File: config.mk
export PLATFORM = sky130hd
export DESIGN_NAME = multicycle_control_unit
export DESIGN_NICKNAME = d
export VERILOG_FILES = /design/src/rtl/riscv_ctrl_pkg.sv /design/src/rtl/mc_alu_decoder.sv /design/src/rtl/multicycle_control_unit.sv
export SDC_FILE = /design/constraint.sdc
export NUM_CORES = 1
export LEC_CHECK = 0
export CAP_MARGIN = 10
export CORE_ASPECT_RATIO = 1.1
export CORE_MARGIN = 1
export CORE_UTILIZATION = 44
export DETAILED_ROUTE_END_ITERATION = 7
export GPL_TIMING_DRIVEN = 0
export PLACE_DENSITY = 0.78
export RECOVER_POWER = 100
export SYNTH_ARGS = -nofsm -noshare
export SYNTH_HDL_FRONTEND = slang
export SYNTH_HIERARCHICAL = 1
export SYNTH_SLANG_ARGS = --single-unit
export TNS_END_PERCENT = 5
File: constraint.sdc
create_clock -name clk -period 2.8 [get_ports clk]
set_input_delay 0.84 -clock clk [delete_from_list [all_inputs] [get_ports clk]]
set_output_delay 0.84 -clock clk [all_outputs]
set_load 0.1 [all_outputs]
File: src/rtl/riscv_ctrl_pkg.sv
// Shared opcodes, FSM state encoding and datapath select codes for the multicycle RV32I controller.
// The TRAP state exists only when MCU_ILLEGAL_TRAP_EN is defined.
package riscv_ctrl_pkg;

    localparam logic [6:0] OP_LW   = 7'b0000011;
    localparam logic [6:0] OP_SW   = 7'b0100011;
    localparam logic [6:0] OP_R    = 7'b0110011;
    localparam logic [6:0] OP_I    = 7'b0010011;
    localparam logic [6:0] OP_BR   = 7'b1100011;
    localparam logic [6:0] OP_JAL  = 7'b1101111;
    localparam logic [6:0] OP_LUI  = 7'b0110111;

    typedef enum logic [3:0] {
        S_FETCH,
        S_DECODE,
        S_MEMADR,
        S_MEMREAD,
        S_MEMWB,
        S_MEMWRITE,
        S_EXECUTER,
        S_EXECUTEI,
        S_ALUWB,
        S_BRANCH,
        S_JAL,
        S_LUI
`ifdef MCU_ILLEGAL_TRAP_EN
        , S_TRAP
`endif
    } state_t;

    typedef enum logic [1:0] {
        ALU_MODE_ADD,
        ALU_MODE_SUB,
        ALU_MODE_FUNCT
    } alu_mode_t;

    localparam logic [2:0] ALU_ADD = 3'b000;
    localparam logic [2:0] ALU_SUB = 3'b001;
    localparam logic [2:0] ALU_AND = 3'b010;
    localparam logic [2:0] ALU_OR  = 3'b011;
    localparam logic [2:0] ALU_XOR = 3'b100;
    localparam logic [2:0] ALU_SLT = 3'b101;

    localparam logic [1:0] RES_ALUOUT    = 2'b00;
    localparam logic [1:0] RES_DATA      = 2'b01;
    localparam logic [1:0] RES_ALURESULT = 2'b10;
    localparam logic [1:0] RES_IMMEXT    = 2'b11;

    localparam logic [1:0] SRCA_PC    = 2'b00;
    localparam logic [1:0] SRCA_OLDPC = 2'b01;
    localparam logic [1:0] SRCA_RD1   = 2'b10;

    localparam logic [1:0] SRCB_RD2  = 2'b00;
    localparam logic [1:0] SRCB_IMM  = 2'b01;
    localparam logic [1:0] SRCB_FOUR = 2'b10;

    localparam logic [2:0] IMM_I = 3'b000;
    localparam logic [2:0] IMM_S = 3'b001;
    localparam logic [2:0] IMM_B = 3'b010;
    localparam logic [2:0] IMM_J = 3'b011;
    localparam logic [2:0] IMM_U = 3'b100;

    // Immediate format depends only on the opcode; unknown opcodes fall back to I.
    function automatic logic [2:0] imm_sel(input logic [6:0] op);
        case (op)
            OP_SW:   return IMM_S;
            OP_BR:   return IMM_B;
            OP_JAL:  return IMM_J;
            OP_LUI:  return IMM_U;
            default: return IMM_I;
        endcase
    endfunction

endpackage

File: src/rtl/mc_alu_decoder.sv
// ALU operation select: fixed add/sub for address and compare work, funct3-driven in the execute states.
module mc_alu_decoder
    import riscv_ctrl_pkg::*;
(
    input  logic [2:0] funct3,
    input  logic       funct7_5,
    input  logic       op5,
    input  alu_mode_t  mode,
    output logic [2:0] alu_control
);

    always_comb begin
        alu_control = ALU_ADD;
        case (mode)
            ALU_MODE_SUB: alu_control = ALU_SUB;
            ALU_MODE_FUNCT: begin
                case (funct3)
                    // funct7[5] selects sub only for register-register ops; addi ignores it
                    3'b000:  alu_control = (op5 & funct7_5) ? ALU_SUB : ALU_ADD;
                    3'b010:  alu_control = ALU_SLT;
                    3'b100:  alu_control = ALU_XOR;
                    3'b110:  alu_control = ALU_OR;
                    3'b111:  alu_control = ALU_AND;
                    default: alu_control = ALU_ADD;
                endcase
            end
            default: alu_control = ALU_ADD;
        endcase
    end

endmodule

File: src/rtl/multicycle_control_unit.sv
// Moore FSM controller for the multicycle RV32I datapath with MEM_LAT memory wait states.
// Define MCU_ILLEGAL_TRAP_EN to lock into TRAP (illegal=1) on an unknown opcode.
//
// state    | meaning
// FETCH    | read instruction at PC, PC+4 -> PC on last wait cycle
// DECODE   | compute branch target OldPC+imm, dispatch on opcode
// MEMADR   | compute load/store address RD1+imm
// MEMREAD  | read data memory at ALUOut
// MEMWB    | write loaded data to register file
// MEMWRITE | write data memory at ALUOut
// EXECUTER | register-register ALU op
// EXECUTEI | register-immediate ALU op
// ALUWB    | write ALUOut to register file
// BRANCH   | compare RD1-RD2, load target on beq/bne taken
// JAL      | PC <- target, link OldPC+4
// LUI      | write ImmExt to register file
// TRAP     | illegal opcode, parked until reset (feature build only)
module multicycle_control_unit
    import riscv_ctrl_pkg::*;
#(
    parameter int MEM_LAT = 0,
    parameter int CNT_W   = 4
) (
    input  logic       clk,
    input  logic       reset,
    input  logic [6:0] op,
    input  logic [2:0] funct3,
    input  logic       funct7_5,
    input  logic       Zero,
    output logic       PCWrite,
    output logic       AdrSrc,
    output logic       MemWrite,
    output logic       IRWrite,
    output logic       RegWrite,
    output logic [1:0] ResultSrc,
    output logic [1:0] ALUSrcA,
    output logic [1:0] ALUSrcB,
    output logic [2:0] ImmSrc,
    output logic [2:0] ALUControl,
    output logic       illegal
);

    state_t           state, state_nxt;
    logic [CNT_W-1:0] cnt, cnt_nxt;
    logic             mem_wait;
    logic             cnt_done;
    logic             pc_update;
    logic             branch;
    logic             mem_write_raw;
    logic             ir_write_raw;
    logic             reg_write_raw;
    alu_mode_t        alu_mode;

    always_ff @(posedge clk) begin
        if (reset) begin
            state <= S_FETCH;
            cnt   <= '0;
        end else begin
            state <= state_nxt;
            cnt   <= cnt_nxt;
        end
    end

    // Counter only runs in memory states and is zero on entry to each of them.
    always_comb begin
        mem_wait = (state == S_FETCH) || (state == S_MEMREAD) || (state == S_MEMWRITE);
        cnt_done = (cnt == CNT_W'(MEM_LAT));
        cnt_nxt  = (mem_wait && !cnt_done) ? cnt + 1'b1 : '0;
    end

    always_comb begin
        state_nxt     = state;
        pc_update     = 1'b0;
        branch        = 1'b0;
        mem_write_raw = 1'b0;
        ir_write_raw  = 1'b0;
        reg_write_raw = 1'b0;
        AdrSrc        = 1'b0;
        ResultSrc     = RES_ALUOUT;
        ALUSrcA       = SRCA_PC;
        ALUSrcB       = SRCB_RD2;
        alu_mode      = ALU_MODE_ADD;
        case (state)
            S_FETCH: begin
                ALUSrcB   = SRCB_FOUR;
                ResultSrc = RES_ALURESULT;
                if (cnt_done) begin
                    ir_write_raw = 1'b1;
                    pc_update    = 1'b1;
                    state_nxt    = S_DECODE;
                end
            end
            S_DECODE: begin
                ALUSrcA = SRCA_OLDPC;
                ALUSrcB = SRCB_IMM;
                case (op)
                    OP_LW, OP_SW: state_nxt = S_MEMADR;
                    OP_R:         state_nxt = S_EXECUTER;
                    OP_I:         state_nxt = S_EXECUTEI;
                    OP_BR:        state_nxt = S_BRANCH;
                    OP_JAL:       state_nxt = S_JAL;
                    OP_LUI:       state_nxt = S_LUI;
`ifdef MCU_ILLEGAL_TRAP_EN
                    default:      state_nxt = S_TRAP;
`else
                    default:      state_nxt = S_FETCH;
`endif
                endcase
            end
            S_MEMADR: begin
                ALUSrcA   = SRCA_RD1;
                ALUSrcB   = SRCB_IMM;
                state_nxt = op[5] ? S_MEMWRITE : S_MEMREAD;
            end
            S_MEMREAD: begin
                AdrSrc = 1'b1;
                if (cnt_done) state_nxt = S_MEMWB;
            end
            S_MEMWB: begin
                ResultSrc     = RES_DATA;
                reg_write_raw = 1'b1;
                state_nxt     = S_FETCH;
            end
            S_MEMWRITE: begin
                AdrSrc        = 1'b1;
                mem_write_raw = 1'b1;
                if (cnt_done) state_nxt = S_FETCH;
            end
            S_EXECUTER: begin
                ALUSrcA   = SRCA_RD1;
                alu_mode  = ALU_MODE_FUNCT;
                state_nxt = S_ALUWB;
            end
            S_EXECUTEI: begin
                ALUSrcA   = SRCA_RD1;
                ALUSrcB   = SRCB_IMM;
                alu_mode  = ALU_MODE_FUNCT;
                state_nxt = S_ALUWB;
            end
            S_ALUWB: begin
                reg_write_raw = 1'b1;
                state_nxt     = S_FETCH;
            end
            S_BRANCH: begin
                ALUSrcA   = SRCA_RD1;
                alu_mode  = ALU_MODE_SUB;
                branch    = 1'b1;
                state_nxt = S_FETCH;
            end
            S_JAL: begin
                ALUSrcA   = SRCA_OLDPC;
                ALUSrcB   = SRCB_FOUR;
                pc_update = 1'b1;
                state_nxt = S_ALUWB;
            end
            S_LUI: begin
                ResultSrc     = RES_IMMEXT;
                reg_write_raw = 1'b1;
                state_nxt     = S_FETCH;
            end
`ifdef MCU_ILLEGAL_TRAP_EN
            S_TRAP: state_nxt = S_TRAP;
`endif
            default: state_nxt = S_FETCH;
        endcase
    end

    // funct3[0] distinguishes bne from beq, so it inverts the sense of Zero.
    always_comb begin
        PCWrite  = (pc_update | (branch & (Zero ^ funct3[0]))) & ~reset;
        MemWrite = mem_write_raw & ~reset;
        IRWrite  = ir_write_raw & ~reset;
        RegWrite = reg_write_raw & ~reset;
        ImmSrc   = imm_sel(op);
    end

`ifdef MCU_ILLEGAL_TRAP_EN
    assign illegal = (state == S_TRAP) & ~reset;
`else
    assign illegal = 1'b0;
`endif

    mc_alu_decoder u_alu_dec (
        .funct3      (funct3),
        .funct7_5    (funct7_5),
        .op5         (op[5]),
        .mode        (alu_mode),
        .alu_control (ALUControl)
    );

endmodule

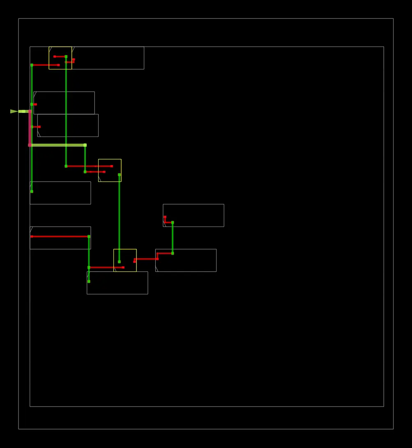
Fig. 1. Clock routing (run 1).
layout clock buffer count: 3
Clock Latency Late Sink: 0.25 ns

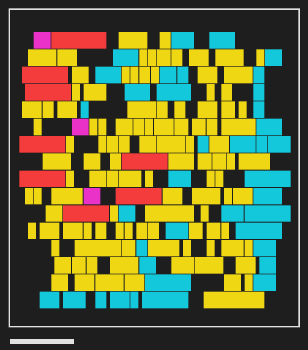
Fig. 2. Cell classes on the final placement (run 1).
The bar under the picture is 10 microns long.
flip-flops -> red  # cells 8, share of their area 12%
cells driving clock nets -> magenta  # cells 3, share of their area 1.7%
other buffers and delay cells -> cyan  # cells 38, share of their area 28%
all other logic -> yellow  # cells 110, share of their area 58%
core box area: 1860 sq um
final core occ: 74.8%
Seq/total area: 11.8%
design area: 1390 sq um
FP Rows: 16

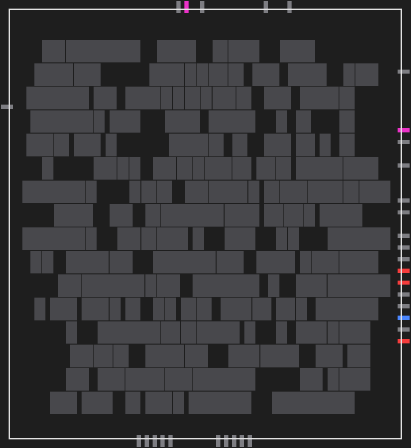
Fig. 3. Pin map (run 1).
Pins as bars across the die edge, other pins in grey.
`funct7_5` -> blue  # pins 1, direction input, edge right
`ALUSrcB` -> magenta  # pins 2, direction output, edge 1 right, 1 top
`ALUControl` -> red  # pins 3, direction output, edge right
Die X: 45.3 microns
Die H: 49.7 microns
I/O Buffers: 28

==> CHANGELOG.md, run 1 <==
### Metrics

* Met3 Wirelength at 90 microns
* CP delay by family, top: buffers and inverters
* Met1 Track Usage GR at 29.9%
* Multiplexer share at 1.10%
* Busiest layer in global routing: met2
* Pwr/cell area at 265 nW/um^2
* First-pass DRT Iterations at 4
* Area leader, netlist: dfxtp_1
* Average size of a mapped cell at 7.04 sq um
* Worst path buffer plus inverter count at 2
* Total Power at 0.369 mW
* XOR-XNOR Cells, Area Fraction at 6.75%
* Violated checks: setup timing
* Overall routing resource usage at 23.7%
* Drt initial violations at 14
* Met2 Usage GRT at 40.1%
* Status: complete, but fails checks
* Final-report max-slew violation count at 0
* Hold EP: cnt[0]$_SDFF_PP0_
* RePlAce Congestion at 0.838
* Yosys top cell by instances: nor2_1
* Fin worst setup slack at -0.0452 ns
* Synthesized cell area at 908 sq um
* Die area at 2250 sq um
* Log Warnings at 31
* Synth Flop Type: dfxtp_1
* DR WL/cell at 13.1 microns
* Met3 GRT Util at 2.56%
* CTS Hold Bufs at 0
* Vias in the first global route at 912
* Critical Path Start Type: input pin
* Worst setup startpoint: funct3[2]
* Syn-to-layout area delta at 53.3%
* Final Hold Viols at 0
* CTS buffer count at 3
* Post-synth seq share at 17.6%
* Setup Viol. Count Final at 3
* Tightest Hold Check Type: reg2reg
run 1: layout make-up:
cell class	instances	area (sq um)
buffer	10	65.1
sequential	8	164
multi-input combinational	101	761
inverter	9	33.8
fill	152	469
tap	27	33.8
timing repair buffer	28	313
clock buffer	3	22.5
run 1: power by group:
group,switching (mW),internal [mW]
combinational,0.115,0.0551
sequential,0.000644,0.115
clock,0.0353,0.0488
run 1: layout by cell type, fill, tap and decap left out, drive strengths merged, types with 4 or more instances in the layout:
cell type,n
nor2b,4
nor2,17
clkdlybuf4s15,6
clkbuf,12
a21oi,6
clkdlybuf4s50,6
nand3,7
nand2,10
xnor2,4
a211oi,4
nand2b,5
dfxtp,8
ha,4
nor3,4
nor3b,4
inv,9
buf,13
run 1: state kept, by name, summed over array words and instances (netlist names):
signal	cells
cnt	4
state	4
## Run 2: what changed since run 1
- CORE_ASPECT_RATIO: 1.1 -> 1.5
- CORE_MARGIN: 1 -> 8
- clock period: 2.8 -> 2.73 ns (I/O delays scaled with it)
==> CHANGELOG.md, run 2 <==
### Metrics

* Cell-internal power at 0.223 mW (+2.3%)
* Post-DP HPWL at 2200 microns
* Most numerous logic cells after layout: nor2_1 (15), nand2_1 (9), inv_1 (8), clkbuf_2 (8), dfxtp_1 (7)
* Buffering overhead at 27.0% (-0.088 points)
* Met3 GRT Util at 1.86% (-0.70 points)
* # Taps at 22 (-19%)
* Vias in the first global route at 998 (+9.4%)
* Clock Latency Late Sink at 0.25 ns (about the same)
* Met2 Usage GRT at 26.8% (-13 points)
* Comb area at 778 sq um (+2.3%)
* Multiplexer share at 1.10% (unchanged)
* Layout clock buffer count at 3 (unchanged)
* Violated checks: setup timing
* Worst path buffer plus inverter count at 2 (unchanged)
* Non-clk bufs at 39 (+2.6%)
* Fill count at 169 (+11%)
* Comb gates at 101 (unchanged)
* Critical Path Start Type: input pin
* Post-Route WL at 2900 microns
* Met1 Track Usage GR at 16.1% (-14 points)
* Met3 Wirelength at 106 microns (+18%)
* Clk pwr share at 22.9% (about the same)
* Top flop regs: cnt: 4 flops, state: 4 flops
* Overall routing resource usage at 14.8% (-8.9 points)
* Tightest Hold Check Type: reg2reg
* Synth async-reset ratio at 0%
* Top pwr grp: combinational cells
* Average size of a mapped cell at 7.04 sq um (unchanged)
* Setup Viol. Count Final at 2 (-1)
* Setup TNS at -0.0704 ns
* Share of cells above drive strength 1 at 38.8%
* Switching share of power at 41.6% (+0.81 points)
* Yosys reg bits at 8
* Post-synth seq share at 17.6% (unchanged)
* Final-report max-slew violation count at 0 (unchanged)
* CP delay by family, top: buffers and inverters
* Drt drc at 0
* Share of power burned in registers at 30.9% (-0.3 points)
* Biggest Area Class: combinational gates
* Die X at 53.1 microns (+17%)
* Aoi share at 22.0%
* Dominant cells by area after synthesis: dfxtp_1 (18%), nor2_1 (7.0%), ha_1 (5.5%)
* Syn-to-layout area delta at 54.8%
* Status: complete, but fails checks
* Die area at 3800 sq um (+69%)
* Commonest Layout Cell: nor2_1
* Layout Nets at 180
* Die H at 71.6 microns (+44%)
* Total number of yosys warnings at 6
* Log Warnings at 31 (unchanged)
* Pwr/cell area at 272 nW/um^2 (+2.7%)
* Worst Tran Pin Value at 0.550 ns
* I/O Buffers at 28 (unchanged)
* I/O pin total at 32
* Register area at 164 sq um (unchanged)
* Total Power at 0.383 mW (+3.7%)
* Nonclk inv count at 9 (unchanged)
* RePlAce Congestion at 0.837 (-0.20%)
* Fin worst setup slack at -0.0425 ns (+0.00272 ns)
* Yosys top cell by instances: nor2_1
* Psw at 0.159 mW (+5.7%)
* Final Hold Viols at 0 (unchanged)
* Drt initial violations at 25 (+11)
* Clock-cell share at 1.60% (-0.016 points)
* R2R cell count at 7
* Logic pwr share at 46.2% (+0.2 points)
* Seq pwr at 0.118 mW (about the same)
* XOR-XNOR Cells, Area Fraction at 6.75% (unchanged)
* Synthesized cell area at 908 sq um (unchanged)
* Logic share of the area at 55.3% (+0.71 points)
* First-pass DRT Iterations at 4 (unchanged)
* Area leader, netlist: dfxtp_1
* DR WL/cell at 15.9 microns (+22%)
* Combinational power at 0.177 mW (+4%)
* WP data required at 1.91 ns
* Flop count at 8 (unchanged)
* Synth Flop Type: dfxtp_1
-- run 2: cell counts after synthesis --
No cell type changed its count.
-- run 2: final timing paths --
path | startpoint | slack (ns) | to
setup / recovery | funct7_5 | -0.04 | ALUControl[0]
hold / removal | cnt[0]$_SDFF_PP0_ | 0.46 | cnt[0]$_SDFF_PP0_
setup reg to reg | cnt[0]$_SDFF_PP0_ | 1.10 | state[3]$_SDFFE_PP0P_
hold reg to reg | cnt[0]$_SDFF_PP0_ | 0.46 | cnt[0]$_SDFF_PP0_
-- run 2: what timing repair did --
action | in CTS | in global routing
pin swaps | 1 | 6
hold buffers | 0 | 0
resized | 118 | 38
gates cloned | 0 | 0
setup buffers | 0 | 1
endpoints found under the setup margin | 17 | 15
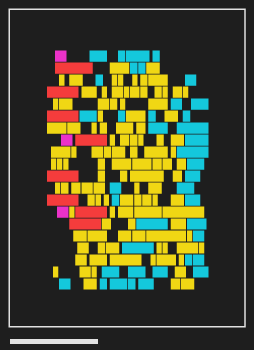
Fig. 4. Cell classes on the final placement (run 2).
The bar under the picture is 20 microns long.
FP Rows: 20
core box area: 2000 sq um
Seq/total area: 11.7%
design area: 1410 sq um
final core occ: 70.3%

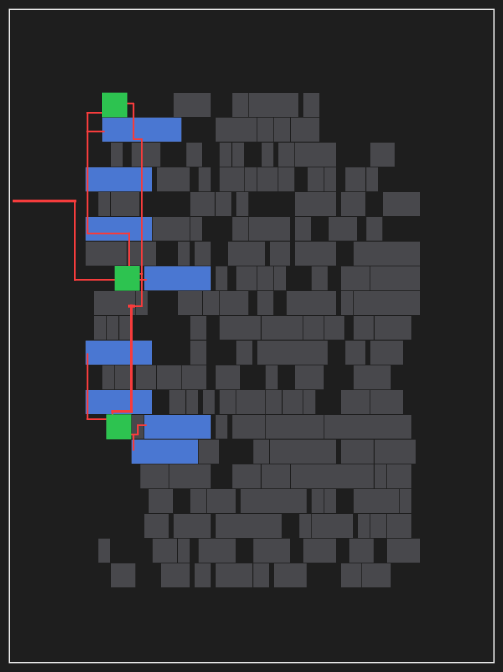
Fig. 5. Clock wires, drivers and flops (run 2).
clock wires -> red  # length 109 microns
cells driving clock nets -> green  # count 3
flip-flops -> blue  # count 8
routed clock nets = 4

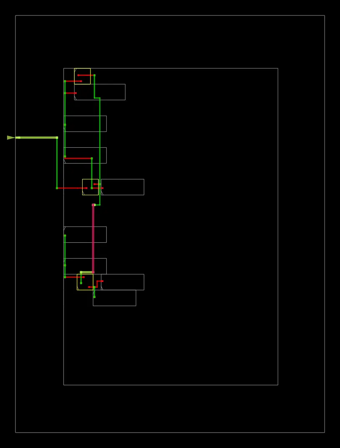
Fig. 6. Clock routing (run 2).
clock group power: 0.0877 mW
CTS buffer count: 3
CTS Sinks: 8

Power is estimated from default activity; no workload was simulated.
